### Drive-strength map, run 1

The bar under the picture is 20 microns long.
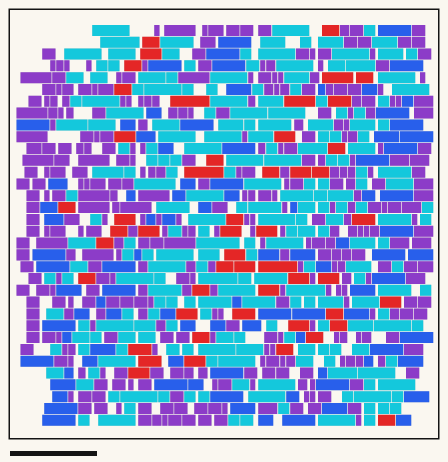
### Register map, names as in the netlist, run 1

The bar under the picture is 20 microns long. Other sequential cells in the stronger gray, the rest of the logic in the fainter gray.
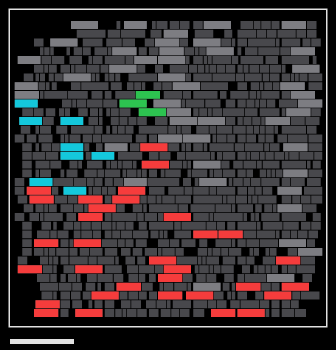
### A small window of the routed layout, run 1

Region (59, 10) to (89, 40) microns. Cells in gray, sequential cells in the stronger gray; small squares are vias.
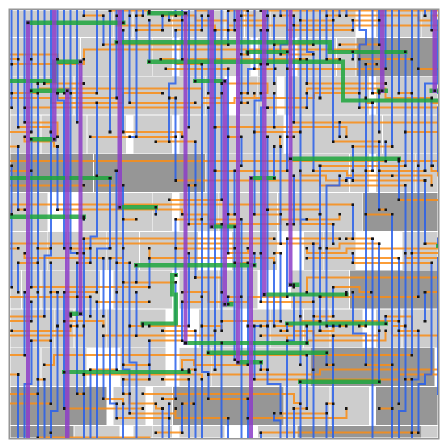
### Clock wiring as the flow saved it, run 1

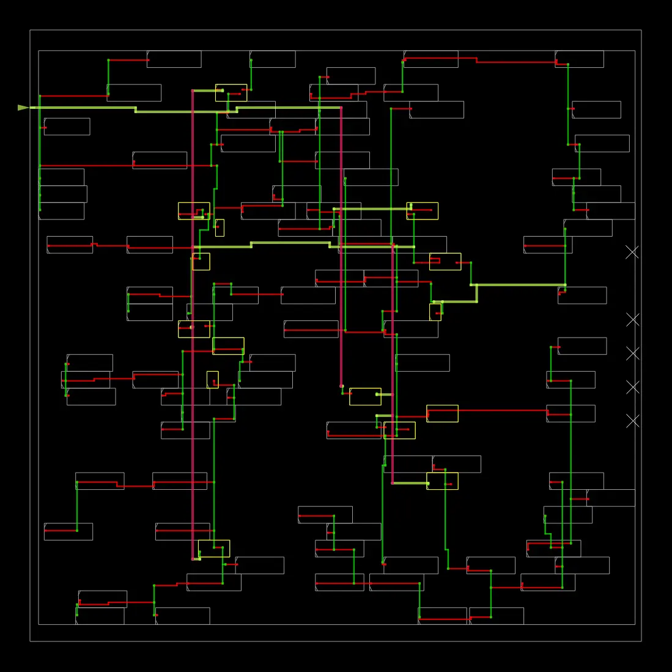
`config.mk`:
```
export PLATFORM = sky130hd
export DESIGN_NAME = gate_ctrl_flat
export DESIGN_NICKNAME = d
export VERILOG_FILES = /design/src/rtl/gate_ctrl_if.sv /design/src/rtl/gate_ctrl.sv /design/src/flat_wrapper.sv
export SDC_FILE = /design/constraint.sdc
export NUM_CORES = 1
export LEC_CHECK = 0
export CORE_UTILIZATION = 46
export CTS_BUF_LIST = sky130_fd_sc_hd__clkbuf_8 sky130_fd_sc_hd__clkbuf_16
export DETAILED_ROUTE_END_ITERATION = 10
export GPL_TIMING_DRIVEN = 0
export HOLD_SLACK_MARGIN = 0.06
export PLACE_DENSITY_LB_ADDON = 0.3
export SETUP_SLACK_MARGIN = 0.4
export SLEW_MARGIN = 20
export SYNTH_ARGS = -nofsm -noshare
export SYNTH_HDL_FRONTEND = slang
export SYNTH_SLANG_ARGS = --single-unit
```
`constraint.sdc`:
```
create_clock -name clk_i -period 2.09 [get_ports clk_i]
set_clock_uncertainty 0.05 [all_clocks]
set_input_delay 0.418 -clock clk_i [delete_from_list [all_inputs] [get_ports clk_i]]
set_output_delay 0.418 -clock clk_i [all_outputs]
set_load 0.005 [all_outputs]
```
`src/rtl/gate_ctrl_if.sv`:
```
// gate_ctrl_if: start/timebase/signal inputs and measurement results of gate_ctrl.
interface gate_ctrl_if;
    logic        gate_st_i;
    logic [7:0]  gate_time_i;
    logic        tick_i;
    logic        sig_i;
    logic        gate_o;
    logic        busy_o;
    logic        done_o;
    logic        err_o;
    logic [31:0] ref_cnt_o;
    logic [31:0] sig_cnt_o;
    modport master (
        output gate_st_i, gate_time_i, tick_i, sig_i,
        input  gate_o, busy_o, done_o, err_o, ref_cnt_o, sig_cnt_o
    );
    modport slave (
        input  gate_st_i, gate_time_i, tick_i, sig_i,
        output gate_o, busy_o, done_o, err_o, ref_cnt_o, sig_cnt_o
    );
endinterface

```
`src/rtl/gate_ctrl.sv`:
```
// gate_ctrl: gated counter; the window opens on a signal rise, lasts gt ticks,
// then closes on the next rise, counting clock cycles and rises inside it.
module gate_ctrl (
    input  logic       clk_i,
    input  logic       rst_i,
    gate_ctrl_if.slave bus
);
    typedef enum logic [2:0] {S_IDLE, S_ARM, S_GATE, S_CLOSE, S_DONE} state_t;
    state_t      r_state;
    state_t      w_next;
    logic        r_sig_q;
    logic        r_gate;
    logic        r_busy;
    logic        r_done;
    logic        r_err;
    logic [7:0]  r_gt;
    logic [7:0]  r_tick_cnt;
    logic [31:0] r_ref_cnt;
    logic [31:0] r_sig_cnt;
    logic [7:0]  w_tick_nxt;
    logic        w_rise;
    logic        w_start;
    logic        w_tick_hit;
    logic        w_tick_clr;
    logic        w_err_set;
    logic        w_counting;

    assign w_rise     = bus.sig_i & ~r_sig_q;
    assign w_start    = (r_state == S_IDLE) & bus.gate_st_i & (bus.gate_time_i != 8'd0);
    assign w_tick_nxt = r_tick_cnt + 8'd1;
    assign w_tick_hit = bus.tick_i & (w_tick_nxt == r_gt);
    assign w_counting = (r_state == S_ARM) | (r_state == S_GATE) | (r_state == S_CLOSE);

    // A rise wins over a terminal tick in ARM and CLOSE; in GATE both act.
    always_comb begin
        w_next     = r_state;
        w_tick_clr = 1'b0;
        w_err_set  = 1'b0;
        case (r_state)
            S_IDLE:  w_next = w_start ? S_ARM : S_IDLE;
            S_ARM: begin
                if (w_rise) begin
                    w_next     = S_GATE;
                    w_tick_clr = 1'b1;
                end else if (w_tick_hit) begin
                    w_next    = S_DONE;
                    w_err_set = 1'b1;
                end
            end
            S_GATE: begin
                if (w_tick_hit) begin
                    w_next     = S_CLOSE;
                    w_tick_clr = 1'b1;
                end
            end
            S_CLOSE: begin
                if (w_rise) begin
                    w_next = S_DONE;
                end else if (w_tick_hit) begin
                    w_next    = S_DONE;
                    w_err_set = 1'b1;
                end
            end
            S_DONE:  w_next = S_IDLE;
            default: w_next = S_IDLE;
        endcase
    end

    always_ff @(posedge clk_i) begin
        if (rst_i) begin
            r_state    <= S_IDLE;
            r_sig_q    <= 1'b0;
            r_gate     <= 1'b0;
            r_busy     <= 1'b0;
            r_done     <= 1'b0;
            r_err      <= 1'b0;
            r_gt       <= 8'd0;
            r_tick_cnt <= 8'd0;
            r_ref_cnt  <= 32'd0;
            r_sig_cnt  <= 32'd0;
        end else begin
            r_state <= w_next;
            r_sig_q <= bus.sig_i;
            r_gate  <= (w_next == S_GATE) || (w_next == S_CLOSE);
            r_busy  <= w_next != S_IDLE;
            r_done  <= w_next == S_DONE;
            r_err   <= w_start ? 1'b0 : (r_err | w_err_set);
            if (w_start)
                r_gt <= bus.gate_time_i;
            if (w_start || w_tick_clr)
                r_tick_cnt <= 8'd0;
            else if (bus.tick_i && w_counting)
                r_tick_cnt <= w_tick_nxt;
            if (w_start)
                r_ref_cnt <= 32'd0;
            else if (r_gate && !(&r_ref_cnt))
                r_ref_cnt <= r_ref_cnt + 32'd1;
            if (w_start)
                r_sig_cnt <= 32'd0;
            else if (r_gate && w_rise && !(&r_sig_cnt))
                r_sig_cnt <= r_sig_cnt + 32'd1;
        end
    end

    assign bus.gate_o    = r_gate;
    assign bus.busy_o    = r_busy;
    assign bus.done_o    = r_done;
    assign bus.err_o     = r_err;
    assign bus.ref_cnt_o = r_ref_cnt;
    assign bus.sig_cnt_o = r_sig_cnt;
endmodule

```
`src/flat_wrapper.sv`:
```
// flat-port wrapper written by rule: the top's interface ports become plain ports
module gate_ctrl_flat 
  (clk_i, rst_i, bus_gate_st_i, bus_gate_time_i, bus_tick_i, bus_sig_i, bus_gate_o, bus_busy_o, bus_done_o, bus_err_o, bus_ref_cnt_o, bus_sig_cnt_o);
  gate_ctrl_if bus_i ();
  input  logic clk_i;
  input  logic rst_i;
  input wire logic [$bits(bus_i.gate_st_i)-1:0] bus_gate_st_i;
  input wire logic [$bits(bus_i.gate_time_i)-1:0] bus_gate_time_i;
  input wire logic [$bits(bus_i.tick_i)-1:0] bus_tick_i;
  input wire logic [$bits(bus_i.sig_i)-1:0] bus_sig_i;
  output wire logic [$bits(bus_i.gate_o)-1:0] bus_gate_o;
  output wire logic [$bits(bus_i.busy_o)-1:0] bus_busy_o;
  output wire logic [$bits(bus_i.done_o)-1:0] bus_done_o;
  output wire logic [$bits(bus_i.err_o)-1:0] bus_err_o;
  output wire logic [$bits(bus_i.ref_cnt_o)-1:0] bus_ref_cnt_o;
  output wire logic [$bits(bus_i.sig_cnt_o)-1:0] bus_sig_cnt_o;
  assign bus_i.gate_st_i = bus_gate_st_i;
  assign bus_i.gate_time_i = bus_gate_time_i;
  assign bus_i.tick_i = bus_tick_i;
  assign bus_i.sig_i = bus_sig_i;
  assign bus_gate_o = bus_i.gate_o;
  assign bus_busy_o = bus_i.busy_o;
  assign bus_done_o = bus_i.done_o;
  assign bus_err_o = bus_i.err_o;
  assign bus_ref_cnt_o = bus_i.ref_cnt_o;
  assign bus_sig_cnt_o = bus_i.sig_cnt_o;
  gate_ctrl u_core (.clk_i(clk_i), .rst_i(rst_i), .bus(bus_i));
endmodule
```
==> impl_metrics.ini, run 1 <==
; flow metrics
[global_route]
grt_pass1_wl_mm = 25.85
antenna_found_initial = 0

[detailed_routing]
wl_met2_mm = 9.251
wl_met3_mm = 1.278
drc = 5

[yosys]
syn_inst = 507
async_flop_share = 0
yosys-stat-area_sq_um = 4287
common_cells = nor2_1, dfxtp_1, xnor2_1
synth-seq-cells = 88
yosys-top-cells-area = dfxtp_1, xnor2_1, nor2_1
ys_seq_share = 0.4110
ys_cells = 507
ys.warnings.count = 0

[critical_path]
required_ns = 2.30
cp-startpoint = u_core.r_tick_cnt[1]
rr_worst_depth = 8
worst-path-max-fanout = 3
setup.worst_path.end = u_core.bus.busy_o
r2r_start = u_core.r_tick_cnt[1]
crit_type = reg -> reg
end_kind = flop
start_kind = flop

[floorplan]
rows = 34
core-area_sq_um = 8891
die_x_microns = 98.54
dieArea_sq_um = 9709
die_h_microns = 98.54

[worst_hold_path]
hold_class = in -> reg

[timing]
clock.fmax_mhz = 453.3
setup_ws_ns = -0.1159
fin_crit_sh = 1.055
tightest_slew_ns = 0.7409
final-setup-viol-count = 20
rsz0062_at_grt = true
hold_viol = 0
max_slew_margin = 0.5039

[clock_tree]
cts_buffer_depth = 2
cts_tree = built
clk_pin_slew_ns = 0.09

[finish]
diodes = 0
syn2layout_area_growth_pct = 81.29
drive_above_1_share = 0.4993

[power]
power.leakage_nw = 3.249
ir_worst_vdd_uv = 400.1

[placement]
dp.final_hpwl_mm = 7.587
io_buffer_count = 79

[outcome]
outcome = finished, violations left
violations = DRC, setup timing

[job]
cap_viol_max_count = 0
## Picture notes: 'Drive-strength map'
legend:
  cyan:
    size: _3 and _4 cells
    cells: 222
    share: 30%
  purple:
    size: _0 and _1 cells
    cells: 365
    share: 50%
  blue:
    size: _2 cells
    cells: 92
    share: 13%
  red:
    size: _6 and larger
    cells: 50
    share: 6.9%

## Picture notes: 'Register map, names as in the netlist'
legend:
  green:
    signal: u_core.r_state
    flops: 3
  cyan:
    signal: u_core.r_gt
    flops: 8
    where: left middle
  red:
    signal: u_core.bus.sig_cnt_o
    flops: 32
not colored: 45

## Picture notes: 'A small window of the routed layout'
legend:
  green:
    layer: metal 3
  purple:
    layer: metal 4
  blue:
    layer: metal 2
  orange:
    layer: metal 1
most frequent: buf_4 (13), nor2_1 (10)
cells with their middle in the window: 86
netlist names of flops here include: u_core.bus.ref_cnt_o (4), u_core.bus.sig_cnt_o (4)
sequential cells in the window: 8

## Picture notes: 'Clock wiring as the flow saved it'
clock sinks: 88
flip-flop and latch count: 88

-- run 1: power breakdown --
group / internal (mW) / total [mW] / switching [mW]
Combinational: 0.234 / 0.481 / 0.247
Sequential: 1.67 / 1.70 / 0.0354
Clock: 0.484 / 1.15 / 0.664
Total: 2.39 / 3.33 / 0.947
-- run 1: worst max-delay path, cell delays in order (launching register included) --
cell,delay (ns)
dfxtp_4,0.37
ha_4,0.17
and3b_2,0.19
or3_4,0.37
a31o_4,0.24
nand4_1,0.13
buf_4,0.14
a31oi_4,0.07
or3_1,0.35
-- run 1: flip-flops by register name, summed over array words and instances (netlist names) --
signal                cells
u_core.bus.ref_cnt_o     32
u_core.r_tick_cnt         8
u_core.bus.done_o         1
u_core.bus.sig_cnt_o     32
u_core.r_gt               8
u_core.r_state            3
u_core.r_sig_q            1
u_core.bus.gate_o         1
u_core.bus.err_o          1
u_core.bus.busy_o         1
-- run 1: layout make-up --
type                       count  area, sq um  area share
tap                          108        135.1     0.01739
inverter                       9        33.78    0.004347
sequential                    88         1949      0.2508
clock inverter                 4        21.27    0.002737
multi-input combinational    390         3397      0.4371
buffer                        20        252.7     0.03252
timing repair buffer         207         1831      0.2356
clock buffer                  11        151.4     0.01948
-- run 1: logic make-up (layout without fill, tap and decap cells) --
group / Yosys count / count (layout) / share of synthesized area
AND/OR/NAND/NOR: 267 / 267 / 0.3196
flip-flops: 88 / 88 / 0.4110
XOR/XNOR: 72 / 72 / 0.1471
AND-OR/OR-AND: 38 / 38 / 0.06217
buffers and inverters: 29 / 251 / 0.02802
multiplexers: 10 / 10 / 0.02335
adder cells (fa/ha/maj): 3 / 3 / 0.008758
-- run 1: worst min-delay path by stage --
stage,start,to,slack [ns],cells past startpoint
CTS,rst_i,u_core.r_state[0],0.20,2
global placement,u_core.bus.err_o,u_core.bus.err_o,0.40,1
detailed placement,u_core.bus.err_o,u_core.bus.err_o,0.43,1
global route,rst_i,u_core.r_state[0],0.22,2
floorplan,u_core.r_gt[2],u_core.r_gt[2],0.41,2
finish,rst_i,u_core.r_state[0],0.22,2
-- run 1: cells in the final DEF (no fill, tap or decap), types with 14 or more instances in the layout --
| cell | n |
|---|---|
| xnor2_1 | 34 |
| clkbuf_8 | 18 |
| nand4_1 | 24 |
| dfxtp_2 | 36 |
| nand2_1 | 24 |
| xor2_1 | 25 |
| dlygate4sd2_1 | 61 |
| buf_4 | 103 |
| nor2_1 | 79 |
| dfxtp_4 | 38 |
| dfxtp_1 | 14 |
| buf_6 | 22 |
-- run 1: repair_timing --
item | CTS | global route
setup endpoints to repair | 150 | 96
gates resized | 301 | 80
pin swaps | 92 | 77
buffers inserted | 101 | 21
gates cloned | 6 | 0
-- run 1: routing by layer --
metal,global-route usage,vias up
met2,0.5991,333
met4,0.2044,0
met3,0.05177,122
met1,0.3868,2500
li1,-,2203
met5,0,-
-- run 1: per-stage QoR --
stage / hold slack (ns) / setup TNS [ns] / instances
2_1_floorplan: 0.4052 / 0 / 507
3_3_place_gp: 0.4003 / -35.03 / 694
3_5_place_dp: 0.4257 / -36.87 / 694
4_1_cts: 0.2019 / -0.009051 / 816
5_1_grt: 0.2208 / -1.176 / 837
6_report: 0.2193 / -0.6002 / 837
--- run 2 (diff from run 1) ---
--- a/config.mk
+++ b/config.mk
@@ -5,12 +5,13 @@
 export SDC_FILE = /design/constraint.sdc
 export NUM_CORES = 1
 export LEC_CHECK = 0
+export CORE_MARGIN = 1.5
 export CORE_UTILIZATION = 46
 export CTS_BUF_LIST = sky130_fd_sc_hd__clkbuf_8 sky130_fd_sc_hd__clkbuf_16
 export DETAILED_ROUTE_END_ITERATION = 10
 export GPL_TIMING_DRIVEN = 0
 export HOLD_SLACK_MARGIN = 0.06
-export PLACE_DENSITY_LB_ADDON = 0.3
+export PLACE_DENSITY = 0.77
 export SETUP_SLACK_MARGIN = 0.4
 export SLEW_MARGIN = 20
 export SYNTH_ARGS = -nofsm -noshare
### A small window of the routed layout, run 2

Region (60, 10) to (90, 40) microns. Cells in gray, sequential cells in the stronger gray; small squares are vias.
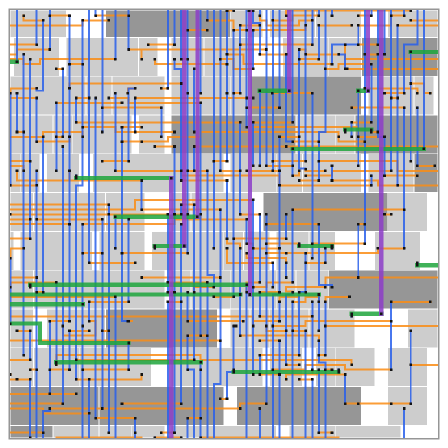
legend:
  green:
    layer: metal 3
  purple:
    layer: metal 4
  blue:
    layer: metal 2
  orange:
    layer: metal 1
most frequent: buf_4 (9), nor2_1 (8), dfxtp_4 (8)
netlist names of flops here include: u_core.bus.sig_cnt_o (7), u_core.bus.ref_cnt_o (4)
cells with their middle in the window: 80
sequential cells in the window: 11

==> impl_metrics.ini, run 2 <==
; flow metrics
[outcome]
outcome = finished, violations left
violations = setup timing

[critical_path]
crit_path_top_delay_cell = a2111oi_4
r2r_start = u_core.r_sig_q
required_ns = 2.30
crit_type = reg -> reg
start_kind = flop
rr_worst_depth = 6
cp_cell_sequence = nand3b_1, or2_4, a2111oi_4, nand2_1, xor2_1, nor2_2
cp_top_family = simple AND/OR/NAND/NOR gates
end_kind = flop
max_stage_delay_ns = 0.50

[clock_tree]
cts_tree = built
cts_sinks = 88
cts_buffer_depth = 2
clk_pin_slew_ns = 0.09

[finish]
syn2layout_area_growth_pct = 74.20
combGateArea_sq_um = 3179
diodes = 0
lay_top_count = nor2_1
flop_area_sq_um = 1964

[job]
cap_viol_max_count = 0

[yosys]
synth-seq-cells = 88
ys_seq_share = 0.4110
common_cells = nor2_1, dfxtp_1, xnor2_1
async_flop_share = 0
ys_cells = 507
ys.warnings.count = 0
yosys-top-cells-area = dfxtp_1, xnor2_1, nor2_1
yosys-stat-area_sq_um = 4287

[timing]
final-setup-viol-count = 8
setup_ws_ns = -0.07801
hold_viol = 0
fin_crit_sh = 1.037
rsz0062_at_grt = true

[floorplan]
core-area_sq_um = 9153
dieArea_sq_um = 9907
die_x_microns = 99.54
die_h_microns = 99.54
rows = 35

[global_route]
grt_pass1_wl_mm = 17.28
antenna_found_initial = 0

[worst_hold_path]
hold_depth = 2
hold_path_end = u_core.r_state[0]

[placement]
dp.final_hpwl_mm = 7.649

[detailed_routing]
drc = 0
### Clock distribution, run 2

The bar under the picture is 20 microns long.
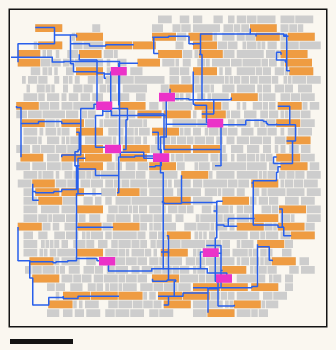
legend:
  blue:
    item: clock wires
    length: 1270 microns
  orange:
    item: flip-flops
    count: 88
  magenta:
    item: clock drivers
    count: 9
routed clock nets: 10

run 2: cell types whose count changed in the layout (fill, tap and decap cells not counted), moves of 3 or more:
cell	delta
xnor2_2	-6
buf_6	+7
buf_4	-31
dlygate4sd2_1	-31
clkbuf_8	-5
dlymetal6s2s_1	+34
a21oi_4	-3
nor3_4	-3
dfxtp_2	-6
dfxtp_4	+6
xnor2_1	+6
run 2: cell type report:
cell class / instances / area share
Clock buffer: 13 / 0.02547
Timing Repair Buffer: 174 / 0.2267
Inverter: 9 / 0.004524
Multi-Input combinational cell: 390 / 0.4258
Clock inverter: 3 / 0.009216
Buffer: 20 / 0.02664
Sequential cell: 88 / 0.2631
Tap cell: 111 / 0.01860
run 2: cell families (layout without fill, tap and decap cells):
group | Yosys count | in the layout | synth area share
buffers and inverters | 29 | 219 | 0.02802
adders and majority gates | 3 | 3 | 0.008758
and+or+nand+nor | 267 | 267 | 0.3196
AOI/OAI and AO/OA | 38 | 38 | 0.06217
muxes | 10 | 10 | 0.02335
xor gates and xnor gates | 72 | 72 | 0.1471
DFF | 88 | 88 | 0.4110
run 2: metal layers:
layer	share of wire	track usage	up-vias
li1	-	-	2147
met1	0.38	0.2690	2364
met2	0.51	0.3609	263
met3	0.069	0.04357	65
met4	0.033	0.08667	0
met5	0	0	-
run 2: repair_timing:
action,CTS,global route
pin swaps,18,102
setup buffers,5,86
hold buffers,0,0
setup endpoints to repair,153,125
gates cloned,0,4
resized,78,279
run 2: worst max-delay path by stage:
stage                               end  cells past startpoint                      from  slack (ns)
2_1_floorplan         u_core.bus.busy_o                      7      u_core.r_tick_cnt[0]        0.09
3_3_place_gp   u_core.bus.sig_cnt_o[13]                      8             bus_gate_st_i       -0.57
3_5_place_dp    u_core.bus.ref_cnt_o[1]                      8             bus_gate_st_i       -0.55
4_1_cts               u_core.bus.busy_o                      7      u_core.r_tick_cnt[0]       -0.07
5_1_grt        u_core.bus.ref_cnt_o[25]                      8  u_core.bus.ref_cnt_o[26]       -0.13
6_report       u_core.bus.sig_cnt_o[27]                      6            u_core.r_sig_q       -0.08
run 2: where the power goes:
part           switching (mW)  internal (mW)  leakage (nW)
clock network           0.678          0.848         0.131
registers              0.0365           1.66         0.762
logic                   0.218          0.218          2.59
total                   0.932           2.73          3.48
run 2: metrics by stage:
stage | setup TNS, ns | util | cells | hold slack [ns]
4_1_cts | -0.1835 | 0.6335 | 718 | 0.1985
3_3_place_gp | -38.33 | 0.5918 | 697 | 0.4339
6_report | -0.2883 | 0.8159 | 808 | 0.2140
5_1_grt | -1.359 | 0.8159 | 808 | 0.2112
2_1_floorplan | 0 | - | 507 | 0.4052
3_5_place_dp | -37.07 | 0.5918 | 697 | 0.4344
Power figures rest on the tool's default switching activity, not on a simulated workload.
